<file path="src/rtl/simeck_pkg.sv">
// Shared Simeck32/64 definitions: word width, round constant,
// LFSR seed, the round nonlinearity f(), and the controller states.
package simeck_pkg;

  localparam int WORD = 16;

  localparam logic [WORD-1:0] SIMECK_C  = 16'hFFFC;
  localparam logic [4:0]      LFSR_INIT = 5'b11111;

  typedef enum logic [2:0] {
    S_IDLE   = 3'd0,
    S_EXPAND = 3'd1,
    S_KEYED  = 3'd2,
    S_DEC    = 3'd3,
    S_OUT    = 3'd4
  } state_e;

  // f(x) = (x & rotl(x,5)) ^ rotl(x,1)
  function automatic logic [WORD-1:0] simeck_f(
    input logic [WORD-1:0] x
  );
    return (x & {x[10:0], x[15:11]}) ^ {x[14:0], x[15]};
  endfunction

  // z0 sequence, s[i+5] = s[i+2] ^ s[i]; bit 0 is the
  // current z, bit j holds s[i+j].
  function automatic logic [4:0] lfsr_step(
    input logic [4:0] s
  );
    return {s[2] ^ s[0], s[4:1]};
  endfunction

endpackage

</file>
<file path="src/rtl/simeck32_round.sv">
// One combinational Simeck32 round. Forward: {l,r} -> {r^f(l)^k, l}.
// Ports: blk_i {l,r}, k_i round key, blk_o result. INV=1 undoes a round.
module simeck32_round
  import simeck_pkg::*;
#(
  parameter bit INV = 1'b0
) (
  input  logic [31:0]     blk_i,
  input  logic [WORD-1:0] k_i,
  output logic [31:0]     blk_o
);

  logic [WORD-1:0] l, r;

  assign l = blk_i[31:16];
  assign r = blk_i[15:0];

  always_comb begin
    blk_o = '0;
    if (INV) begin
      blk_o = {r, l ^ simeck_f(r) ^ k_i};
    end else begin
      blk_o = {r ^ simeck_f(l) ^ k_i, l};
    end
  end

endmodule

</file>
<file path="src/rtl/simeck32_dec_ctrl.sv">
// Iterative Simeck32/64 decryptor: expands a key into a round-key
// buffer, then runs ROUNDS inverse rounds per block, keys reversed.
// Ports: clk, rst (sync, active-low), key_in/key_load/key_valid,
// ct_in/in_valid/in_ready, pt_out/out_valid/out_ready, busy.
module simeck32_dec_ctrl
  import simeck_pkg::*;
#(
  parameter int ROUNDS = 32
) (
  input  logic        clk,
  input  logic        rst,
  input  logic [63:0] key_in,
  input  logic        key_load,
  output logic        key_valid,
  input  logic [31:0] ct_in,
  input  logic        in_valid,
  output logic        in_ready,
  output logic [31:0] pt_out,
  output logic        out_valid,
  input  logic        out_ready,
  output logic        busy
);

  localparam int CW = $clog2(ROUNDS);
  localparam logic [CW-1:0] LAST = CW'(ROUNDS - 1);
  localparam logic [CW-1:0] ONE  = CW'(1);

  state_e state_q, state_d;

  logic [CW-1:0]   cnt_q;
  logic [4:0]      lfsr_q;
  logic [WORD-1:0] w0_q, w1_q, w2_q, w3_q;
  logic [WORD-1:0] l_q, r_q;
  logic [31:0]     pt_q;
  logic            out_valid_q;
  logic            key_valid_q;
  logic [WORD-1:0] rk_q [ROUNDS];

  logic            cnt_last;
  logic            key_start;
  logic            accept;
  logic [CW-1:0]   rd_idx;
  logic [31:0]     exp_blk;
  logic [31:0]     dec_blk;

  assign cnt_last = (cnt_q == LAST);
  assign rd_idx   = LAST - cnt_q;

  // Key expansion reuses the forward round with k = C ^ z:
  // upper half of the result is the next schedule word.
  simeck32_round #(.INV(1'b0)) u_exp (
    .blk_i (
      {w1_q, w0_q}),
    .k_i   (SIMECK_C ^ {15'b0, lfsr_q[0]}),
    .blk_o (exp_blk)
  );

  simeck32_round #(.INV(1'b1)) u_dec (
    .blk_i ({l_q, r_q}),
    .k_i   (rk_q[rd_idx]),
    .blk_o (dec_blk)
  );

  always_ff @(posedge clk) begin
    if (!rst) state_q <= S_IDLE;
    else      state_q <= state_d;
  end

  always_comb begin
    state_d   = state_q;
    in_ready  = 1'b0;
    busy      = 1'b0;
    key_start = 1'b0;
    unique case (state_q)
      S_IDLE: begin
        key_start = key_load;
        if (key_load) state_d = S_EXPAND;
      end
      S_EXPAND: begin
        busy = 1'b1;
        if (cnt_last) state_d = S_KEYED;
      end
      S_KEYED: begin
        key_start = key_load;
        in_ready  = !key_load;
        if (key_load)      state_d = S_EXPAND;
        else if (in_valid) state_d = S_DEC;
      end
      S_DEC: begin
        busy = 1'b1;
        if (cnt_last) state_d = S_OUT;
      end
      S_OUT: begin
        if (out_ready) state_d = S_KEYED;
      end
      default: state_d = S_IDLE;
    endcase
  end

  assign accept = in_valid & in_ready;

  always_ff @(posedge clk) begin
    if (!rst) begin
      cnt_q       <= '0;
      lfsr_q      <= LFSR_INIT;
      w0_q        <= '0;
      w1_q        <= '0;
      w2_q        <= '0;
      w3_q        <= '0;
      l_q         <= '0;
      r_q         <= '0;
      pt_q        <= '0;
      out_valid_q <= 1'b0;
      key_valid_q <= 1'b0;
    end else begin
      unique case (1'b1)
        key_start: begin
          {w3_q, w2_q, w1_q, w0_q} <= key_in;
          lfsr_q      <= LFSR_INIT;
          cnt_q       <= '0;
          key_valid_q <= 1'b0;
        end
        accept: begin
          {l_q, r_q} <= ct_in;
          cnt_q      <= '0;
        end
        (state_q == S_EXPAND): begin
          w0_q   <= exp_blk[15:0];
          w1_q   <= w2_q;
          w2_q   <= w3_q;
          w3_q   <= exp_blk[31:16];
          lfsr_q <= lfsr_step(lfsr_q);
          cnt_q  <= cnt_last ? '0 : cnt_q + ONE;
          if (cnt_last) key_valid_q <= 1'b1;
        end
        (state_q == S_DEC): begin
          {l_q, r_q} <= dec_blk;
          cnt_q      <= cnt_last ? '0 : cnt_q + ONE;
          if (cnt_last) begin
            pt_q        <= dec_blk;
            out_valid_q <= 1'b1;
          end
        end
        (state_q == S_OUT): begin
          if (out_ready) out_valid_q <= 1'b0;
        end
        default: ;
      endcase
    end
  end

  // Schedule storage survives reset; key_valid guards its use.
  always_ff @(posedge clk) begin
    if (state_q == S_EXPAND) rk_q[cnt_q] <= w0_q;
  end

  assign key_valid = key_valid_q;
  assign out_valid = out_valid_q;
  assign pt_out    = pt_q;

endmodule

</file>
<file path="config.mk">
export PLATFORM = sky130hd
export DESIGN_NAME = simeck32_dec_ctrl
export DESIGN_NICKNAME = d
export VERILOG_FILES = /design/src/rtl/simeck_pkg.sv /design/src/rtl/simeck32_round.sv /design/src/rtl/simeck32_dec_ctrl.sv
export SDC_FILE = /design/constraint.sdc
export NUM_CORES = 1
export LEC_CHECK = 0
export CAP_MARGIN = 10
export CELL_PAD_IN_SITES_DETAIL_PLACEMENT = 2
export CELL_PAD_IN_SITES_GLOBAL_PLACEMENT = 2
export CORE_MARGIN = 2
export CORE_UTILIZATION = 30
export CTS_CLUSTER_SIZE = 14
export DETAILED_ROUTE_END_ITERATION = 12
export DONT_BUFFER_PORTS = 1
export PLACE_DENSITY = 0.55
export SLEW_MARGIN = 0
export SYNTH_ARGS = -nofsm -noshare
export SYNTH_HDL_FRONTEND = slang
export SYNTH_SLANG_ARGS = --single-unit
export TNS_END_PERCENT = 5
</file>
<file path="constraint.sdc">
create_clock -name clk -period 3.8 [get_ports clk]
set_clock_uncertainty 0.1 [all_clocks]
set_input_delay 0.57 -clock clk [delete_from_list [all_inputs] [get_ports clk]]
set_output_delay 0.57 -clock clk [all_outputs]
set_load 0.005 [all_outputs]
</file>
==> flow.log <==
[flow] collecting metrics
[metrics] sinks on the clock net: 655
[metrics] total DRC errors in the routed layout: 0
[metrics] Post-DP HPWL: 55500 microns
[metrics] Yosys chip area: 26800 sq um
[metrics] Placed Area: 28600 sq um
[metrics] finished layout cell area: 30900 sq um
[metrics] Synthesis Warnings: 0
[metrics] Via Count: 16600
[metrics] average wire per standard cell: 26.6 microns
[metrics] met2 WL post-DR: 44500 microns
[metrics] Highest Signal Layer: met4
[metrics] least setup slack across all paths after layout: 0.469 ns
[metrics] register bit count reported by yosys: 655
[metrics] area delta synth->final: 15.4%
[metrics] library cells used by synthesis: 53
[metrics] Slew Viols, Final: 0
[metrics] number of logged tool warnings: 29
[metrics] fin crit period: 3.33 ns
[metrics] buffer levels on the longest clock path: 3
[metrics] Reg2Reg Launch Point: cnt_q[0]
[metrics] cell count listed in synth_stat.txt: 1934
[metrics] width of the die: 303 microns
[metrics] WP buf/inv: 0
[metrics] number of enable-type register cells in the synthesized netlist: 512
[metrics] critical path data arrival time: 3.73 ns
[metrics] clock tree from TritonCTS: yes
[metrics] Worst Hold Class: primary input to register
[metrics] net total in the final layout: 2097
[metrics] Antenna Nets Post-Route: 0
[metrics] setup repair after global routing missed its margin: no
[metrics] Post-Syn Area per Cell: 13.8 sq um
[metrics] Via-to-Cell Ratio: 5.17
[metrics] areal power density over the cells: 503 nW/um^2
[metrics] measured slew at the worst slew-check pin: 1.04 ns
[metrics] gate count of the mapped netlist: 1934
[metrics] Slowest-stage cell, CP: sky130_fd_sc_hd__or4_1
[metrics] post-synthesis instance area: 26800 sq um
[metrics] maximum resistive drop on vdd: 0.312 mV
[metrics] type of element capturing the critical path: register
[metrics] final-report hold violation count: 0
[metrics] outcome: finished clean
[metrics] Clock Pin Slew Worst Setup and Hold Paths: 0.06 ns
[metrics] largest net degree at the start of global routing: 83
[metrics] floorplan core density: 30.3%
[metrics] sum of overflow across all layers after global routing: 0
[metrics] routability-driven placement congestion ratio: 0.761
[metrics] wire length of the first global-routing pass: 124000 microns
[metrics] chain of cells forming the critical path: or4_1 > o22ai_1 > nor4_1 > a21oi_1 > a221o_1
[metrics] critical path launch point type: register
[metrics] Setup Total Neg Slack: 0 ns
[metrics] total routed wirelength: 85400 microns
[metrics] CTS root buf: sky130_fd_sc_hd__clkbuf_16
[metrics] Top Family by Delay on Critical Path: simple AND/OR/NAND/NOR gates
[metrics] register area share after synthesis: 68.1%
[metrics] fmax: 0.300 GHz
[metrics] share of the clock period used by the worst path: 87.7%
[metrics] H-tree level count: 3
[metrics] capturing point of the worst reg2reg path: r_q[15]
[metrics] Global Route Usage Sum: 18.4%
[metrics] CP Data Required Time: 4.20 ns
[metrics] Syn Nets: 2040
[metrics] max_cap viols: 0
[metrics] total I/O pin count: 137
[metrics] Static Leakage: 9.70 nW
[metrics] number of global-route vias before repair: 18100
[metrics] Pre-antenna DRT Iters: 5
[metrics] initial antenna violation count: 5
[metrics] Detailed Route Iter0 Violations: 841
[metrics] start-to-end type of the worst setup path: register to register
[metrics] amount of wire on met3 after detailed routing: 2250 microns
[metrics] Reg2Reg Setup Slack: 0.47 ns
[metrics] insertion delay to the later sink of the worst-skew pair: 0.61 ns
[metrics] die height: 303 microns
[metrics] largest driver fanout on the critical path: 22
[metrics] I/O Buffers: 0
## synthesized netlist by cell type, types with 32 or more instances
library cell | number | area [sq um]
sky130_fd_sc_hd__nand3_1 | 38 | 190
sky130_fd_sc_hd__xnor2_1 | 49 | 429
sky130_fd_sc_hd__dfxtp_1 | 143 | 2860
sky130_fd_sc_hd__nor2_1 | 67 | 251
sky130_fd_sc_hd__mux2i_1 | 256 | 2560
sky130_fd_sc_hd__buf_2 | 53 | 265
sky130_fd_sc_hd__o22ai_1 | 132 | 826
sky130_fd_sc_hd__a21oi_1 | 100 | 500
sky130_fd_sc_hd__nor4_1 | 32 | 200
sky130_fd_sc_hd__nand2_1 | 195 | 732
sky130_fd_sc_hd__edfxtp_1 | 512 | 15400
sky130_fd_sc_hd__a22oi_1 | 66 | 495
sky130_fd_sc_hd__clkbuf_1 | 58 | 218
## registers in the layout, indices dropped and copies added, names as in the netlist
register   count
state_q        3
cnt_q          5
lfsr_q         5
w0_q          16
r_q           16
w1_q          16
out_valid      1
pt_out        32
w3_q          16
l_q           16
rk_q         512
key_valid      1
w2_q          16
## power breakdown
group / internal [mW] / leakage [nW] / total [mW] / switching [mW]
Clock: 4.02 / 1.12 / 6.92 / 2.89
Sequential: 7.82 / 5.88 / 7.89 / 0.0734
Combinational: 0.237 / 2.70 / 0.736 / 0.499
Total: 12.1 / 9.70 / 15.5 / 3.47
## placed cells by master, fill, tap and decap left out, drive strengths merged, types with 26 or more instances in the layout
master,n
mux2i,256
o22ai,133
nor2,67
nand3,38
edfxtp,512
nor4,32
clkinv,26
dfxtp,143
nand2,195
buf,112
a21oi,100
clkbuf,94
o211ai,31
a22oi,66
xnor2,49
or3,31
## routing by layer
layer	GRT usage [%]	up-vias
met5	0	-
met4	4.54	0
met3	2.14	103
met2	33.3	238
met1	23.4	8719
li1	-	7541
## how the worst max path moves through the flow
stage	end	cells after the start	startpoint
3_5_place_dp	r_q[3]	6	cnt_q[3]
6_report	r_q[15]	5	cnt_q[0]
5_1_grt	r_q[15]	5	cnt_q[0]
2_1_floorplan	rk_q[15][0]	6	state_q[2]
3_3_place_gp	r_q[15]	7	cnt_q[1]
4_1_cts	r_q[3]	6	cnt_q[3]
## cells by family after synthesis
kind of cell | after synthesis | share of synthesized area (%)
flops | 655 | 68.1
simple gates | 441 | 8.07
compound gates | 373 | 9.38
mux | 257 | 9.61
buf+inv | 137 | 2.44
xor+xnor | 66 | 2.16
fa+ha+maj | 5 | 0.234
## cell type report
cell class,instances,area (sq um)
Fill cell,8987,57500
Sequential cell,655,18200
Multi-Input combinational cell,1142,7980
Clock buffer,94,1990
Tap cell,1165,1460
Timing Repair Buffer,117,928
Clock inverter,33,282
Inverter,3,13.8
Antenna cell,4,10.0
## per-stage QoR
step                hold slack [ns]  total power [mW]  utilization (%)  instances
finish                       0.0369              15.5             35.0       3213
CTS                         0.00387              15.7             35.0       3209
floorplan                     0.332              8.47                -       1934
global route                 0.0134              16.1             35.0       3211
detailed placement            0.350              8.79             32.3       3077
global placement              0.339              8.77             32.3       3077
## repair_timing
item / in CTS / in global routing
buffers inserted: 0 / 0
hold endpoints to repair: 11 / 0
hold buffers: 5 / 0
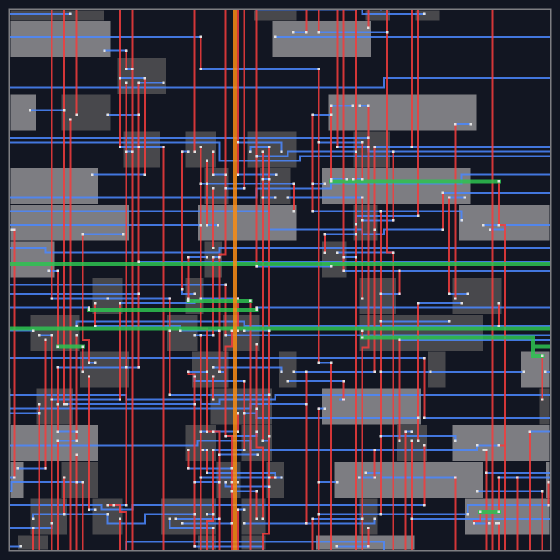
Fig. 1. Layout detail.
Region (131, 192) to (171, 232) microns. Cells in grey, sequential cells in the stronger grey; small squares are vias.
Key: green = metal 3; blue = metal 1; orange = metal 4; red = metal 2
Sequential cells in the window: 13. 49 logic cells have their middle in the window. Netlist names of flops here include `rk_q` (9), `cnt_q` (3). Most frequent: edfxtp_1 (9), mux2i_1 (5), buf_4 (5).

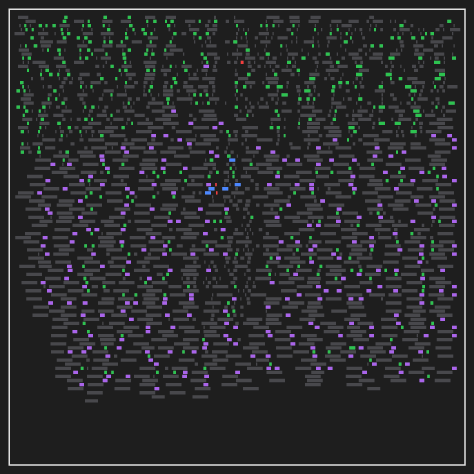
Fig. 2. Gate families picked out.
Scale: 1.5 px per micron.
Key: green = aoi and oai cells [cells 370]; blue = fa/ha/maj cells [cells 5, where centre]; purple = mux cells [cells 257]; red = inv cells [cells 3]

No activity file was given, so power comes from the tool's default toggle rates.
